<file path="config.mk">
export PLATFORM = sky130hd
export DESIGN_NAME = add_sub_pipe_flat
export DESIGN_NICKNAME = d
export VERILOG_FILES = /design/src/rtl/add_sub_pipe_if.sv /design/src/rtl/add_sub_pipe.sv /design/src/flat_wrapper.sv
export SDC_FILE = /design/constraint.sdc
export NUM_CORES = 1
export LEC_CHECK = 0
export CORE_ASPECT_RATIO = 0.7
export CORE_MARGIN = 5
export CORE_UTILIZATION = 50
export DETAILED_ROUTE_END_ITERATION = 6
export HOLD_SLACK_MARGIN = 0.1
export PLACE_DENSITY = 0.81
export SLEW_MARGIN = 20
export SYNTH_ARGS = -nofsm -noshare
export SYNTH_HDL_FRONTEND = slang
export SYNTH_SLANG_ARGS = --single-unit
</file>
<file path="constraint.sdc">
create_clock -name clk -period 6.3 [get_ports clk]
set_input_delay 0.945 -clock clk [delete_from_list [all_inputs] [get_ports clk]]
set_output_delay 0.945 -clock clk [all_outputs]
set_load 0.01 [all_outputs]
</file>
<file path="src/rtl/add_sub_pipe_if.sv">
// rtl/add_sub_pipe_if.sv - operand/result stream bundle for add_sub_pipe
//
// Purpose: groups the operand beat handshake (in_valid/in_ready), the
// operation select, the operands, and the result beat handshake
// (out_valid/out_ready) with the result and flags.
// Ports (signals):
//   in_valid, in_ready     operand beat handshake
//   sel_add_sub            0 = in0 + in1, 1 = in0 - in1
//   in0, in1               operands (WIDTH)
//   out_valid, out_ready   result beat handshake
//   s                      result (WIDTH)
//   c_out, ovf, zero, neg  result flags
//   sel_sat                signed saturation select, only with ADD_SUB_PIPE_SAT_EN
// Modports: master drives operands and out_ready, slave is the adder.
interface add_sub_pipe_if #(
    parameter int WIDTH = 32
);
    logic             in_valid;
    logic             in_ready;
    logic             sel_add_sub;
    logic [WIDTH-1:0] in0;
    logic [WIDTH-1:0] in1;
`ifdef ADD_SUB_PIPE_SAT_EN
    logic             sel_sat;
`endif
    logic             out_valid;
    logic             out_ready;
    logic [WIDTH-1:0] s;
    logic             c_out;
    logic             ovf;
    logic             zero;
    logic             neg;

    modport master (
`ifdef ADD_SUB_PIPE_SAT_EN
        output sel_sat,
`endif
        output in_valid, sel_add_sub, in0, in1, out_ready,
        input  in_ready, out_valid, s, c_out, ovf, zero, neg
    );

    modport slave (
`ifdef ADD_SUB_PIPE_SAT_EN
        input  sel_sat,
`endif
        input  in_valid, sel_add_sub, in0, in1, out_ready,
        output in_ready, out_valid, s, c_out, ovf, zero, neg
    );
endinterface

</file>
<file path="src/rtl/add_sub_pipe.sv">
// rtl/add_sub_pipe.sv - pipelined add/subtract with sliced carry chain
//
// Purpose: computes in0 + in1 or in0 - in1 (as in0 + ~in1 + 1) over STAGES
// pipeline stages; stage k adds bit slice k using the carry registered by
// stage k-1. The last stage register is the output register.
// Parameters: WIDTH (>= 4), STAGES (WIDTH must be a multiple of STAGES).
// Ports:
//   clk    clock, rising edge
//   rst_n  asynchronous active-low reset
//   bus    add_sub_pipe_if.slave (operand and result streams, flags)
// Optional feature: define ADD_SUB_PIPE_SAT_EN to add the sel_sat input and
// signed saturation of the result on overflow.
module add_sub_pipe #(
    parameter int WIDTH  = 32,
    parameter int STAGES = 4
) (
    input  logic          clk,
    input  logic          rst_n,
    add_sub_pipe_if.slave bus
);
    localparam int SW   = WIDTH / STAGES;
    localparam int LAST = STAGES - 1;

    // Whole pipeline moves in lockstep; a stalled output freezes everything.
    logic advance;

    // Per-stage registers: valid, carry out of the slice just computed,
    // operand skew (a, post-inversion b) and partially built result.
    logic             v_q [STAGES];
    logic             c_q [STAGES];
    logic [WIDTH-1:0] a_q [STAGES];
    logic [WIDTH-1:0] b_q [STAGES];
    logic [WIDTH-1:0] r_q [STAGES];
    logic             v_d [STAGES];
    logic             c_d [STAGES];
    logic [WIDTH-1:0] a_d [STAGES];
    logic [WIDTH-1:0] b_d [STAGES];
    logic [WIDTH-1:0] r_d [STAGES];

    // Stage inputs: stage 0 sees the operand port, stage k sees stage k-1.
    logic             pv [STAGES];
    logic             pc [STAGES];
    logic [WIDTH-1:0] pa [STAGES];
    logic [WIDTH-1:0] pb [STAGES];
    logic [WIDTH-1:0] pr [STAGES];

    logic ovf_q, ovf_d;
    logic zero_q, zero_d;
    logic neg_q, neg_d;

`ifdef ADD_SUB_PIPE_SAT_EN
    logic sat_q [STAGES];
    logic sat_d [STAGES];
    logic psat  [STAGES];
`endif

    assign advance = !v_q[LAST] || bus.out_ready;

    always_comb begin : stage_inputs
        pv[0] = bus.in_valid;
        pc[0] = bus.sel_add_sub;
        pa[0] = bus.in0;
        pb[0] = bus.sel_add_sub ? ~bus.in1 : bus.in1;
        pr[0] = '0;
`ifdef ADD_SUB_PIPE_SAT_EN
        psat[0] = bus.sel_sat;
`endif
        for (int k = 1; k < STAGES; k++) begin
            pv[k] = v_q[k-1];
            pc[k] = c_q[k-1];
            pa[k] = a_q[k-1];
            pb[k] = b_q[k-1];
            pr[k] = r_q[k-1];
`ifdef ADD_SUB_PIPE_SAT_EN
            psat[k] = sat_q[k-1];
`endif
        end
    end

    always_comb begin : stage_logic
        logic [SW:0] sum;
        logic        a_msb;
        logic        b_msb;
        sum = '0;
        for (int k = 0; k < STAGES; k++) begin
            sum = {1'b0, pa[k][k*SW +: SW]} + {1'b0, pb[k][k*SW +: SW]}
                + {{SW{1'b0}}, pc[k]};
            v_d[k] = pv[k];
            c_d[k] = sum[SW];
            a_d[k] = pa[k];
            b_d[k] = pb[k];
            r_d[k] = pr[k];
            r_d[k][k*SW +: SW] = sum[SW-1:0];
`ifdef ADD_SUB_PIPE_SAT_EN
            sat_d[k] = psat[k];
`endif
        end
        // Flags come from the full result formed in the last stage; b is the
        // already-inverted operand, so one overflow rule covers add and sub.
        a_msb = pa[LAST][WIDTH-1];
        b_msb = pb[LAST][WIDTH-1];
        ovf_d = (a_msb == b_msb) && (r_d[LAST][WIDTH-1] != a_msb);
`ifdef ADD_SUB_PIPE_SAT_EN
        // Clamp toward the sign of in0; carry out is left as computed.
        if (psat[LAST] && ovf_d) begin
            r_d[LAST] = a_msb ? {1'b1, {(WIDTH-1){1'b0}}}
                              : {1'b0, {(WIDTH-1){1'b1}}};
        end
`endif
        zero_d = (r_d[LAST] == '0);
        neg_d  = r_d[LAST][WIDTH-1];
    end

    always_ff @(posedge clk or negedge rst_n) begin
        if (!rst_n) begin
            for (int k = 0; k < STAGES; k++) begin
                v_q[k] <= 1'b0;
                c_q[k] <= 1'b0;
                a_q[k] <= '0;
                b_q[k] <= '0;
                r_q[k] <= '0;
`ifdef ADD_SUB_PIPE_SAT_EN
                sat_q[k] <= 1'b0;
`endif
            end
            ovf_q  <= 1'b0;
            zero_q <= 1'b0;
            neg_q  <= 1'b0;
        end else if (advance) begin
            // Bubbles shift like beats so every beat keeps its slot.
            for (int k = 0; k < STAGES; k++) begin
                v_q[k] <= v_d[k];
                c_q[k] <= c_d[k];
                a_q[k] <= a_d[k];
                b_q[k] <= b_d[k];
                r_q[k] <= r_d[k];
`ifdef ADD_SUB_PIPE_SAT_EN
                sat_q[k] <= sat_d[k];
`endif
            end
            ovf_q  <= ovf_d;
            zero_q <= zero_d;
            neg_q  <= neg_d;
        end
    end

    assign bus.in_ready  = advance;
    assign bus.out_valid = v_q[LAST];
    assign bus.s         = r_q[LAST];
    assign bus.c_out     = c_q[LAST];
    assign bus.ovf       = ovf_q;
    assign bus.zero      = zero_q;
    assign bus.neg       = neg_q;
endmodule

</file>
<file path="src/flat_wrapper.sv">
// flat-port wrapper written by rule: the top's interface ports become plain ports
module add_sub_pipe_flat 
#(
    parameter int WIDTH  = 32,
    parameter int STAGES = 4
)
  (clk, rst_n, bus_in_valid, bus_sel_add_sub, bus_in0, bus_in1, bus_out_ready, bus_in_ready, bus_out_valid, bus_s, bus_c_out, bus_ovf, bus_zero, bus_neg);
  add_sub_pipe_if #(.WIDTH(WIDTH)) bus_i ();
  input  logic clk;
  input  logic rst_n;
  input wire logic [$bits(bus_i.in_valid)-1:0] bus_in_valid;
  input wire logic [$bits(bus_i.sel_add_sub)-1:0] bus_sel_add_sub;
  input wire logic [$bits(bus_i.in0)-1:0] bus_in0;
  input wire logic [$bits(bus_i.in1)-1:0] bus_in1;
  input wire logic [$bits(bus_i.out_ready)-1:0] bus_out_ready;
  output wire logic [$bits(bus_i.in_ready)-1:0] bus_in_ready;
  output wire logic [$bits(bus_i.out_valid)-1:0] bus_out_valid;
  output wire logic [$bits(bus_i.s)-1:0] bus_s;
  output wire logic [$bits(bus_i.c_out)-1:0] bus_c_out;
  output wire logic [$bits(bus_i.ovf)-1:0] bus_ovf;
  output wire logic [$bits(bus_i.zero)-1:0] bus_zero;
  output wire logic [$bits(bus_i.neg)-1:0] bus_neg;
  assign bus_i.in_valid = bus_in_valid;
  assign bus_i.sel_add_sub = bus_sel_add_sub;
  assign bus_i.in0 = bus_in0;
  assign bus_i.in1 = bus_in1;
  assign bus_i.out_ready = bus_out_ready;
  assign bus_in_ready = bus_i.in_ready;
  assign bus_out_valid = bus_i.out_valid;
  assign bus_s = bus_i.s;
  assign bus_c_out = bus_i.c_out;
  assign bus_ovf = bus_i.ovf;
  assign bus_zero = bus_i.zero;
  assign bus_neg = bus_i.neg;
  add_sub_pipe #(.WIDTH(WIDTH), .STAGES(STAGES)) u_core (.clk(clk), .rst_n(rst_n), .bus(bus_i));
endmodule
</file>
Figure 1. Wiring by layer.
(2 px per micron)
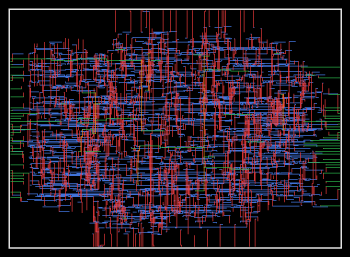
- red: metal 2 (wire length 7630 microns)
- green: metal 3 (wire length 736 microns)
- orange: metal 4 (wire length 191 microns)
- blue: metal 1 (wire length 9000 microns)
WL final: 17.6 mm
Tot GR Track Use: 18.4%
vias: 6183
Routed WL per cell: 14.0 microns

Figure 2. A small window of the routed layout.
Region (114, 20) to (134, 40) microns. Cells in grey, sequential cells in the stronger grey; small squares are vias.
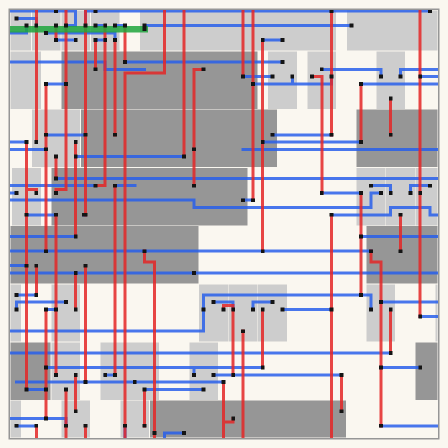
- green: metal 3
- red: metal 2
- blue: metal 1
- sequential cells in the window: 5
- netlist names of flops here include: u_core.pr (4), u_core.bus.s (1)
- most frequent: nand2_1 (20), dfrtp_1 (5), buf_4 (2)
- cells with their middle in the window: 29

Figure 3. Clock wires, drivers and flops.
(1.5 px per micron)
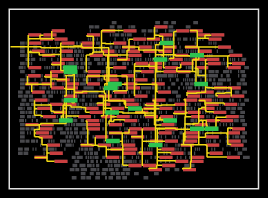
- green: clock drivers (count 17)
- yellow: clock wires (length 2100 microns)
- red: flip-flops (count 186)
- routed clock nets: 18
Worst Skew: 0.00994 ns
Power Clock: 960 uW
clk ins delay skew pair: 0.42 ns
power share of the clock group: 19.2%

Figure 4. The metal 4 layer.
(2 px per micron)
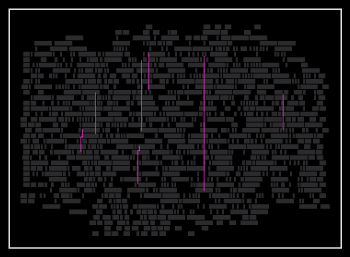
- nets with wire on the layer: 4
- share of all routed wire: 1.1%
- main direction: vertical
- longest straight run: 67.3 microns
- wire length on this layer: 191 microns

==> results.cfg <==
; flow metrics
[route]
drtIter0Drc = 497
dr.pass1.iters = 5
drc = 0
ant_nets = 0

[yosys]
flop_cell = dfrtp_1
ys_ff = 186
synthesis.area_sq_um = 8430
edf_count = 0
netlist_instances = 929
fp_nets = 1033
area_leaders = dfrtp_1 (55%), nand2_1 (19%), ha_1 (4.2%)
synth_chip_area_sq_um = 8430
synth_cell_type_count = 41

[pwr]
swShare_pct = 37.5
comb-power_mw = 1.98
leakagePower_nw = 4.91
top_power_group = registers
power_frac_comb_pct = 39.5

[finish]
final_core_util_pct = 61.7
logic_area_sq_um = 3520
fillers = 1421
n_all_inverters = 20
logic_gates = 678
comb_area_share_pct = 34.7
syn_to_final_growth_pct = 20.4
biggestCellCategory = sequential cells
ff_count = 186
buffer_area_share_pct = 10.7
seq_area_sq_um = 4650
seq_area_share_pct = 45.9
drive_gt1_share_pct = 4.10
clkbuf_count = 21
final_cell_area_sq_um = 10100

[setup_path]
critPathLaunchType = input port
critPathSlowestCell = clkdlybuf4s50_1
endpoint_kind = output port
slowest_delay_ns = 0.65
crit_arrival_ns = 2.57
cp_max_fo = 58
critPathLaunch = bus_out_ready
crit_chain = clkdlybuf4s50_1, nor2b_4, inv_4, clkdlybuf4s50_1
crit_required_ns = 5.35
crit_path_frequent_cell = clkdlybuf4s50_1
critPathBufInv = 3

[final_timing]
max-slew-margin-rel_pct = 30.2
finalSetupViolCount = 0
rsz0062_at_grt = false
worst_pin_slew_ns = 1.05
finalHoldViolCount = 0
fmax_ghz = 0.284
worst_hold_slack_ns = 0.465
post-route-period-util_pct = 55.9
period_needed_ns = 3.52

[floorplanning]
rows = 39
tap_cells = 225
io_pins = 107
die.size.y_microns = 119

[placed_design]
dpl_cell_area_sq_um = 9630
dp_hpwl_mm = 11.8
dp.cells = 1219

[grt]
grt.overflow.total = 0
grt_max_degree = 123

[clocking]
clock-root-buffer = clkbuf_16
h-tree-depth = 4
ctsLongestPathBuffers = 2
cts_tree = done

[worst_hold_path]
min-delay-start = u_core.bus.s[2]
min-delay-path-class = register to register

[flow_run]
openroad.warnings = 34

[status]
status = completed
## metal layers
metal	wire length, microns	global-route usage (%)	up-vias
met4	190	4.94	0
met3	735	3.62	20
met5	0	0	-
met1	9000	28.5	2920
li1	-	-	3133
met2	7630	26.6	110
## placed cells by master (no fill, tap or decap), types with 4 or more instances in the layout
cell	synthesis	routed
dfrtp_1	186	186
o21a_1	7	7
buf_4	1	4
xnor2_1	33	33
inv_1	19	19
fa_1	7	7
a21o_1	4	4
nor3_1	11	11
o31ai_1	9	9
nor4_1	6	6
nand2_1	422	422
clkdlybuf4s50_1	0	104
xor2_1	13	13
o21ai_1	4	4
o21ai_0	49	49
clkbuf_16	0	17
a31oi_1	4	4
o21bai_1	5	5
a21oi_1	17	17
nor2_1	29	29
ha_1	28	28
## kinds of logic (layout without fill, tap and decap cells)
kind of cell               Yosys count  in the layout  synth area share, %
and+or+nand+nor                    483            483                 22.5
DFF                                186            186                 55.2
AOI/OAI and AO/OA                  112            112                 8.27
buffers and inverters               65            161                 3.09
xor gates and xnor gates            47             47                 4.97
adders and majority gates           35             35                 5.82
muxes                                1              1                0.178
## tightest hold or removal path, stage by stage, from the launching register on
cell and delay, ns:
dfrtp_1 0.34, nand2_1 0.05, nand2_1 0.05
## final timing paths
check | cells after the start | endpoint | slack [ns]
hold / removal | 2 | u_core.bus.s[2] | 0.47
setup reg to reg | 4 | u_core.b_d[81] | 3.69
hold reg to reg | 2 | u_core.bus.s[2] | 0.47
max in group asynchronous | 2 | u_core.b_d[81] | 4.30
min in group asynchronous | 1 | u_core.bus.s[6] | 0.65
setup / recovery | 4 | bus_in_ready | 2.78
Power and IR drop assume default switching activity.
